**Cell area per tile**

The die is cut into 22 by 22 equal tiles; white is low, dark blue is high, 0 to 100% covered.
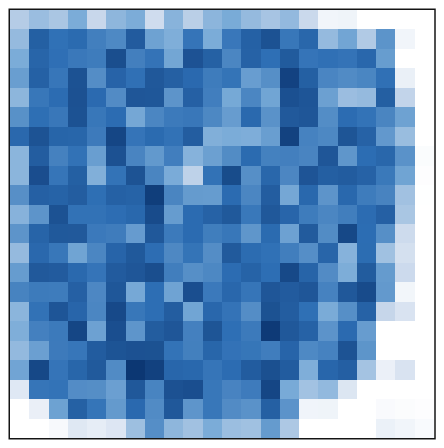
**Metal 2**

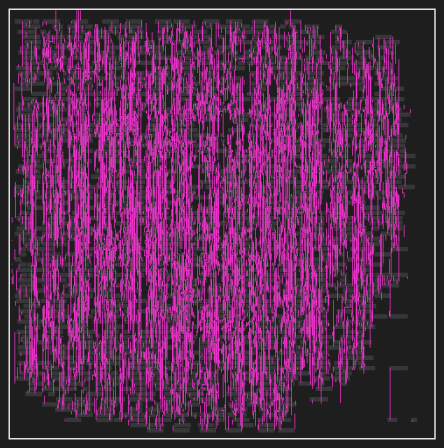
**Placement view**

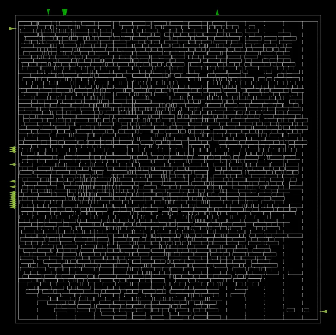
**Sequential cells colored by netlist name**

Other sequential cells in the stronger gray, the rest of the logic in the fainter gray.
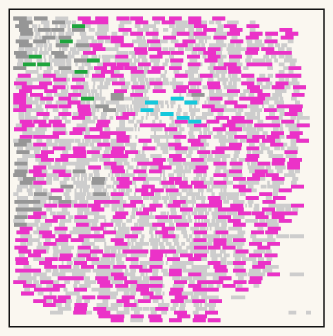
**The metal 1 layer**

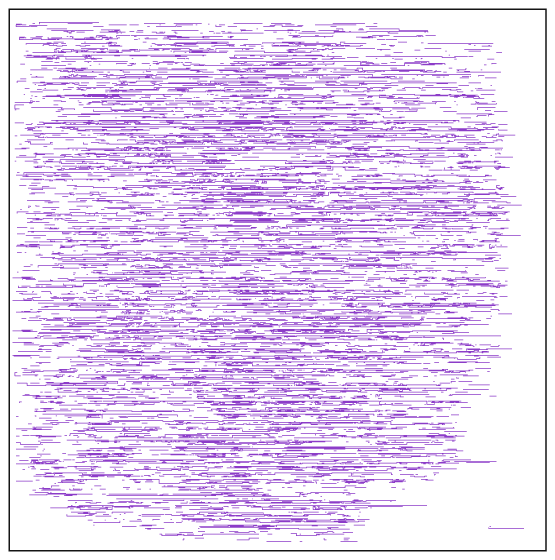
<file path="src/rtl/spi_reg_slave_pkg.sv">
// ============================================================================
// Module   : spi_slave_pkg
// Brief    : Shared constants and FSM state encodings for spi_reg_slave.
// Revision : 1.0 - initial release
// ============================================================================
`default_nettype none

package spi_slave_pkg;

    localparam logic [5:0] ADDR_WHO_AM_I  = 6'h0F;
    localparam logic [5:0] ADDR_CTRL_REG4 = 6'h23;
    localparam int         SIM_BIT        = 0;

    localparam logic [1:0] IDLE = 2'd0;
    localparam logic [1:0] CMD  = 2'd1;
    localparam logic [1:0] DATA = 2'd2;

endpackage

`default_nettype wire

</file>
<file path="src/rtl/spi_reg_slave_if.sv">
// ============================================================================
// Module   : spi_reg_slave_if
// Brief    : SPI pin bundle plus local register-write report port.
// Revision : 1.0 - initial release
// ============================================================================
`default_nettype none

interface spi_reg_slave_if;
    logic       spi_csn;
    logic       spi_sck;
    logic       spi_mosi;
    logic       spi_miso;
    logic       spi_miso_oe;
    logic       reg_wr;
    logic [5:0] reg_addr;
    logic [7:0] reg_wdata;

    modport slave (
        input  spi_csn, spi_sck, spi_mosi,
        output spi_miso, spi_miso_oe, reg_wr, reg_addr, reg_wdata
    );

    modport master (
        output spi_csn, spi_sck, spi_mosi,
        input  spi_miso, spi_miso_oe, reg_wr, reg_addr, reg_wdata
    );
endinterface

`default_nettype wire

</file>
<file path="src/rtl/spi_sync_edge.sv">
// ============================================================================
// Module   : spi_sync_edge
// Brief    : 2-FF synchronizer with rise/fall detection on the synced value.
// Revision : 1.0 - initial release
// ============================================================================
`default_nettype none

module spi_sync_edge #(
    parameter logic RESET_VAL = 1'b1
) (
    input  wire logic clk_in,
    input  wire logic nrst,
    input  wire logic i_din,
    output logic      o_sync,
    output logic      o_rise,
    output logic      o_fall
);

    logic r_meta;
    logic r_sync;
    logic r_prev;

    always_ff @(posedge clk_in or negedge nrst) begin
        if (!nrst) begin
            r_meta <= RESET_VAL;
            r_sync <= RESET_VAL;
            r_prev <= RESET_VAL;
        end else begin
            r_meta <= i_din;
            r_sync <= r_meta;
            r_prev <= r_sync;
        end
    end

    assign o_sync = r_sync;
    assign o_rise = r_sync & ~r_prev;
    assign o_fall = ~r_sync & r_prev;

endmodule

`default_nettype wire

</file>
<file path="src/rtl/spi_reg_slave.sv">
// ============================================================================
// Module   : spi_reg_slave
// Brief    : Oversampled SPI mode-3 slave serving a 64x8 register file.
//            Define SPI_SLAVE_3WIRE_EN to honour the CTRL_REG4 SIM bit.
// Revision : 1.0 - initial release
// ============================================================================
`default_nettype none

module spi_reg_slave
    import spi_slave_pkg::*;
#(
    parameter logic [7:0] WHOAMI = 8'h33
) (
    input  wire logic       clk_in,
    input  wire logic       nrst,
    spi_reg_slave_if.slave  bus
);

    logic       w_csn_sync, w_csn_rise, w_csn_fall;
    logic       w_sck_sync, w_sck_rise, w_sck_fall;
    logic       w_mosi, w_mosi_rise, w_mosi_fall;
    logic       w_unused;

    logic [1:0] r_state, w_state_nxt;
    logic [2:0] r_bit_cnt;
    logic [6:0] r_rx;
    logic [7:0] r_tx;
    logic       r_rw, r_ms, r_miso;
    logic [5:0] r_addr;
    logic       r_wr_pend;
    logic [5:0] r_wr_addr;
    logic [7:0] r_wr_data;
    logic       r_reg_wr;
    logic [5:0] r_reg_addr;
    logic [7:0] r_reg_wdata;
    logic [7:0] r_regs [0:63];
    logic [7:0] w_rd;
    logic       w_mosi_bit;
    logic [7:0] w_byte;
    logic       w_last_bit;

    spi_sync_edge #(.RESET_VAL(1'b1)) u_sync_csn (
        .clk_in(clk_in), .nrst(nrst), .i_din(bus.spi_csn),
        .o_sync(w_csn_sync), .o_rise(w_csn_rise), .o_fall(w_csn_fall)
    );
    spi_sync_edge #(.RESET_VAL(1'b1)) u_sync_sck (
        .clk_in(clk_in), .nrst(nrst), .i_din(bus.spi_sck),
        .o_sync(w_sck_sync), .o_rise(w_sck_rise), .o_fall(w_sck_fall)
    );
    spi_sync_edge #(.RESET_VAL(1'b0)) u_sync_mosi (
        .clk_in(clk_in), .nrst(nrst), .i_din(bus.spi_mosi),
        .o_sync(w_mosi), .o_rise(w_mosi_rise), .o_fall(w_mosi_fall)
    );

    assign w_unused = w_csn_sync ^ w_sck_sync ^ w_mosi_rise ^ w_mosi_fall;

`ifdef SPI_SLAVE_3WIRE_EN
    // SIM is sampled only while idle, so a new value never applies mid-frame.
    logic r_sim_active;
    always_ff @(posedge clk_in or negedge nrst) begin
        if (!nrst)
            r_sim_active <= 1'b0;
        else if (r_state == IDLE)
            r_sim_active <= r_regs[ADDR_CTRL_REG4][SIM_BIT];
    end
    // In 3-wire reads the shared line carries our own data; do not shift it in.
    assign w_mosi_bit = (r_sim_active && r_state == DATA && r_rw) ? 1'b0 : w_mosi;
`else
    assign w_mosi_bit = w_mosi;
`endif

    assign w_byte     = {r_rx, w_mosi_bit};
    assign w_last_bit = w_sck_rise && (r_bit_cnt == 3'd7) && (r_state != IDLE);
    assign w_rd       = (r_addr == ADDR_WHO_AM_I) ? WHOAMI : r_regs[r_addr];

    always_ff @(posedge clk_in or negedge nrst) begin
        if (!nrst)
            r_state <= IDLE;
        else
            r_state <= w_state_nxt;
    end

    always_comb begin
        w_state_nxt = r_state;
        case (r_state)
            IDLE:    if (w_csn_fall) w_state_nxt = CMD;
            CMD: begin
                if (w_csn_rise)
                    w_state_nxt = IDLE;
                else if (w_sck_rise && r_bit_cnt == 3'd7)
                    w_state_nxt = DATA;
            end
            DATA:    if (w_csn_rise) w_state_nxt = IDLE;
            default: w_state_nxt = IDLE;
        endcase
    end

    // A byte finishing together with CSN rise still raises r_wr_pend and commits.
    always_ff @(posedge clk_in or negedge nrst) begin
        if (!nrst) begin
            r_bit_cnt   <= 3'd0;
            r_rx        <= 7'd0;
            r_tx        <= 8'd0;
            r_rw        <= 1'b0;
            r_ms        <= 1'b0;
            r_addr      <= 6'd0;
            r_miso      <= 1'b0;
            r_wr_pend   <= 1'b0;
            r_wr_addr   <= 6'd0;
            r_wr_data   <= 8'd0;
            r_reg_wr    <= 1'b0;
            r_reg_addr  <= 6'd0;
            r_reg_wdata <= 8'd0;
        end else begin
            r_wr_pend <= 1'b0;
            if (r_state == IDLE || w_csn_rise)
                r_bit_cnt <= 3'd0;
            else if (w_sck_rise)
                r_bit_cnt <= r_bit_cnt + 3'd1;

            if (w_sck_rise && r_state != IDLE)
                r_rx <= w_byte[6:0];

            if (w_last_bit && r_state == CMD)
                {r_rw, r_ms, r_addr} <= w_byte;

            if (w_last_bit && r_state == DATA) begin
                if (!r_rw) begin
                    r_wr_pend <= 1'b1;
                    r_wr_addr <= r_addr;
                    r_wr_data <= w_byte;
                end
                if (r_ms)
                    r_addr <= r_addr + 6'd1;
            end

            if (w_sck_fall && r_state == DATA && r_rw && !w_csn_rise) begin
                if (r_bit_cnt == 3'd0) begin
                    r_miso <= w_rd[7];
                    r_tx   <= {w_rd[6:0], 1'b0};
                end else begin
                    r_miso <= r_tx[7];
                    r_tx   <= {r_tx[6:0], 1'b0};
                end
            end

            r_reg_wr <= r_wr_pend;
            if (r_wr_pend) begin
                r_reg_addr  <= r_wr_addr;
                r_reg_wdata <= r_wr_data;
            end
        end
    end

    always_ff @(posedge clk_in or negedge nrst) begin
        if (!nrst) begin
            for (int i = 0; i < 64; i++)
                r_regs[i] <= 8'h00;
        end else if (r_wr_pend && r_wr_addr != ADDR_WHO_AM_I) begin
            r_regs[r_wr_addr] <= r_wr_data;
        end
    end

    assign bus.spi_miso    = r_miso;
    assign bus.spi_miso_oe = (r_state == DATA) && r_rw;
    assign bus.reg_wr      = r_reg_wr;
    assign bus.reg_addr    = r_reg_addr;
    assign bus.reg_wdata   = r_reg_wdata;

endmodule

`default_nettype wire

</file>
<file path="src/flat_wrapper.sv">
// flat-port wrapper written by rule: the top's interface ports become plain ports
module spi_reg_slave_flat import spi_slave_pkg::*;
#(
    parameter logic [7:0] WHOAMI = 8'h33
)
  (clk_in, nrst, bus_spi_csn, bus_spi_sck, bus_spi_mosi, bus_spi_miso, bus_spi_miso_oe, bus_reg_wr, bus_reg_addr, bus_reg_wdata);
  spi_reg_slave_if bus_i ();
  input  wire logic clk_in;
  input  wire logic nrst;
  input wire logic [$bits(bus_i.spi_csn)-1:0] bus_spi_csn;
  input wire logic [$bits(bus_i.spi_sck)-1:0] bus_spi_sck;
  input wire logic [$bits(bus_i.spi_mosi)-1:0] bus_spi_mosi;
  output wire logic [$bits(bus_i.spi_miso)-1:0] bus_spi_miso;
  output wire logic [$bits(bus_i.spi_miso_oe)-1:0] bus_spi_miso_oe;
  output wire logic [$bits(bus_i.reg_wr)-1:0] bus_reg_wr;
  output wire logic [$bits(bus_i.reg_addr)-1:0] bus_reg_addr;
  output wire logic [$bits(bus_i.reg_wdata)-1:0] bus_reg_wdata;
  assign bus_i.spi_csn = bus_spi_csn;
  assign bus_i.spi_sck = bus_spi_sck;
  assign bus_i.spi_mosi = bus_spi_mosi;
  assign bus_spi_miso = bus_i.spi_miso;
  assign bus_spi_miso_oe = bus_i.spi_miso_oe;
  assign bus_reg_wr = bus_i.reg_wr;
  assign bus_reg_addr = bus_i.reg_addr;
  assign bus_reg_wdata = bus_i.reg_wdata;
  spi_reg_slave #(.WHOAMI(WHOAMI)) u_core (.clk_in(clk_in), .nrst(nrst), .bus(bus_i));
endmodule
</file>
<file path="config.mk">
export PLATFORM = sky130hd
export DESIGN_NAME = spi_reg_slave_flat
export DESIGN_NICKNAME = d
export VERILOG_FILES = /design/src/rtl/spi_reg_slave_pkg.sv /design/src/rtl/spi_reg_slave_if.sv /design/src/rtl/spi_sync_edge.sv /design/src/rtl/spi_reg_slave.sv /design/src/flat_wrapper.sv
export SDC_FILE = /design/constraint.sdc
export NUM_CORES = 1
export LEC_CHECK = 0
export ABC_CLOCK_PERIOD_IN_PS = 2700
export CAP_MARGIN = 40
export CORE_AREA = 2 2 221 223
export CTS_CLUSTER_DIAMETER = 150
export DETAILED_ROUTE_END_ITERATION = 6
export DIE_AREA = 0 0 223 225
export GPL_TIMING_DRIVEN = 0
export PLACE_DENSITY = 0.71
export SYNTH_ARGS = -nofsm -noshare
export SYNTH_HDL_FRONTEND = slang
export SYNTH_SLANG_ARGS = --single-unit
</file>
<file path="constraint.sdc">
create_clock -name clk_in -period 2.7 [get_ports clk_in]
set_clock_uncertainty 0.05 [all_clocks]
set_input_delay 0.81 -clock clk_in [delete_from_list [all_inputs] [get_ports clk_in]]
set_output_delay 0.81 -clock clk_in [all_outputs]
set_load 0.02 [all_outputs]
</file>
==> impl_metrics.toml <==
# flow metrics
[outcome]
status = "finished with violations"
violations = "setup timing"

[detailed_routing]
ant_nets = 0
first_pass_iters = 5
drcViolationCount = 0
routedWlPerCell_um = 31.0
wl_met3_um = 7120

[power]
pwr-share-seq_pct = 50.0

[final_timing]
worst_slack_ns = -0.0689
report.final.hold_viol_count = 0
fmax_mhz = 361
rsz0062_at_grt = "true"
max_slew_margin_pct = 34.1
setup_viol = 18

[worst_setup_path]
worst_setup_path_end_kind = "register"
crit_buf_inv = 2
crit-reg2reg-launch = "u_core.r_wr_addr[0]"
max_stage_delay_ns = 0.69
crit_required_ns = 3.17
path_max_fanout = 8

[logic_synthesis]
common_cells = "572 x dfrtp_1, 544 x mux2_2, 96 x mux2i_1"
yosysWarnings = 0
ff_type = "dfrtp_1"
syn_inst = 1814
syn_area_sq_um = 26400
synth_cell_types = 58
synth_area_per_cell_sq_um = 14.6
top_area_share_pct = 54.2

[placed_design]
dpl.hpwl_um = 55200
port_buffers = 21
dpl_worst_slack_ns = -0.923

[clocking]
clock_latency_ns = 0.65
clock_path_buffers = 3

[finish]
design_area_sq_um = 30600
lay_top_cells = "570 x dfrtp_1, 544 x mux2_2, 100 x clkbuf_1, 93 x mux2i_1, 64 x mux4_2"

[flow_run]
warning_count = 37

[global_routing]
grt_pass1_wl_um = 119000

[die]
fp_util_pct = 55.5
-- 'cell area per tile' (at the start) --
- fullest tile: 97%
- mean over tiles: 60%
- emptiest ninth of the die: bottom right
- tiles over 75% full: 34%
- nearly empty tiles: 8.3%

-- 'metal 2' (at the start) --
- share of all routed wire: 45%
- main direction: vertical
- nets with wire on the layer: 1871
- longest straight run: 120 um

-- 'placement view' (at the start) --
Fillers: 3459
core footprint: 47500 sq um
Final Instance Count excl. Fillers: 2621

-- 'sequential cells colored by netlist name' (at the start) --
- cyan: `u_core.r_tx` (sequential cells 7)
- magenta: `u_core.r_regs` (sequential cells 512; where widely spread)
- green: `u_core.r_wr_data` (sequential cells 8; where top left)
- not colored: 51
register share of the cell area: 47.3%
seq pwr: 8.79 mW
Reg area: 14500 sq um
Final Core Density: 64.4%

-- 'the metal 1 layer' (at the start) --
- wire length on this layer: 32.7 mm
- share of all routed wire: 40%
- main direction: horizontal
- nets with wire on the layer: 1876
- longest straight run: 79.6 um
routed vias: 17000
final wirelength: 81400 um

==> routing by layer <==
metal  GRT usage (%)  up-vias
li1                -     6977
met1            43.2     9077
met2            49.8      772
met5               0        -
met4            19.9        4
met3            8.93      209
==> worst min path at each step <==
stage / startpoint / end / slack, ns / cells past startpoint
after floorplan: u_core.u_sync_mosi.r_meta / u_core.u_sync_mosi.o_sync / 0.28 / 0
after global placement: u_core.u_sync_mosi.r_meta / u_core.u_sync_mosi.o_sync / 0.28 / 0
after detailed placement: u_core.u_sync_mosi.r_meta / u_core.u_sync_mosi.o_sync / 0.29 / 0
after CTS: u_core.u_sync_mosi.r_meta / u_core.u_sync_mosi.o_sync / 0.31 / 0
after global routing: u_core.u_sync_sck.r_meta / u_core.u_sync_sck.o_sync / 0.31 / 0
final: u_core.u_sync_mosi.r_meta / u_core.u_sync_mosi.o_sync / 0.31 / 0
==> state kept, by name, summed over array words and instances (netlist names), 2 cells and up <==
signal                count
u_core.r_bit_cnt          3
u_core.r_rx               7
u_core.r_tx               7
u_core.bus.reg_addr       6
u_core.r_addr             6
u_core.bus.reg_wdata      8
u_core.r_state            2
u_core.r_regs           512
u_core.r_wr_data          8
u_core.r_wr_addr          6
==> logic make-up (layout without fill, tap and decap cells) <==
kind of cell	Yosys count	in the layout	share of synthesized area (%)
adder cells (fa/ha/maj)	4	4	0.190
AND/OR/NAND/NOR	223	223	3.98
buffers and inverters	147	339	2.86
multiplexers	727	727	34.6
XOR/XNOR	1	1	0.0332
AND-OR/OR-AND	134	134	3.51
flip-flops	578	578	54.8
==> area by class of cell <==
type | instances | area [sq um]
fill | 3459 | 16900
sequential | 578 | 14500
multi-input combinational | 1089 | 11500
clock buffer | 95 | 1820
buffer | 137 | 956
timing repair buffer | 84 | 865
tap | 615 | 769
clock inverter | 15 | 193
inverter | 8 | 30.0
No activity file was given, so power comes from the tool's default toggle rates.
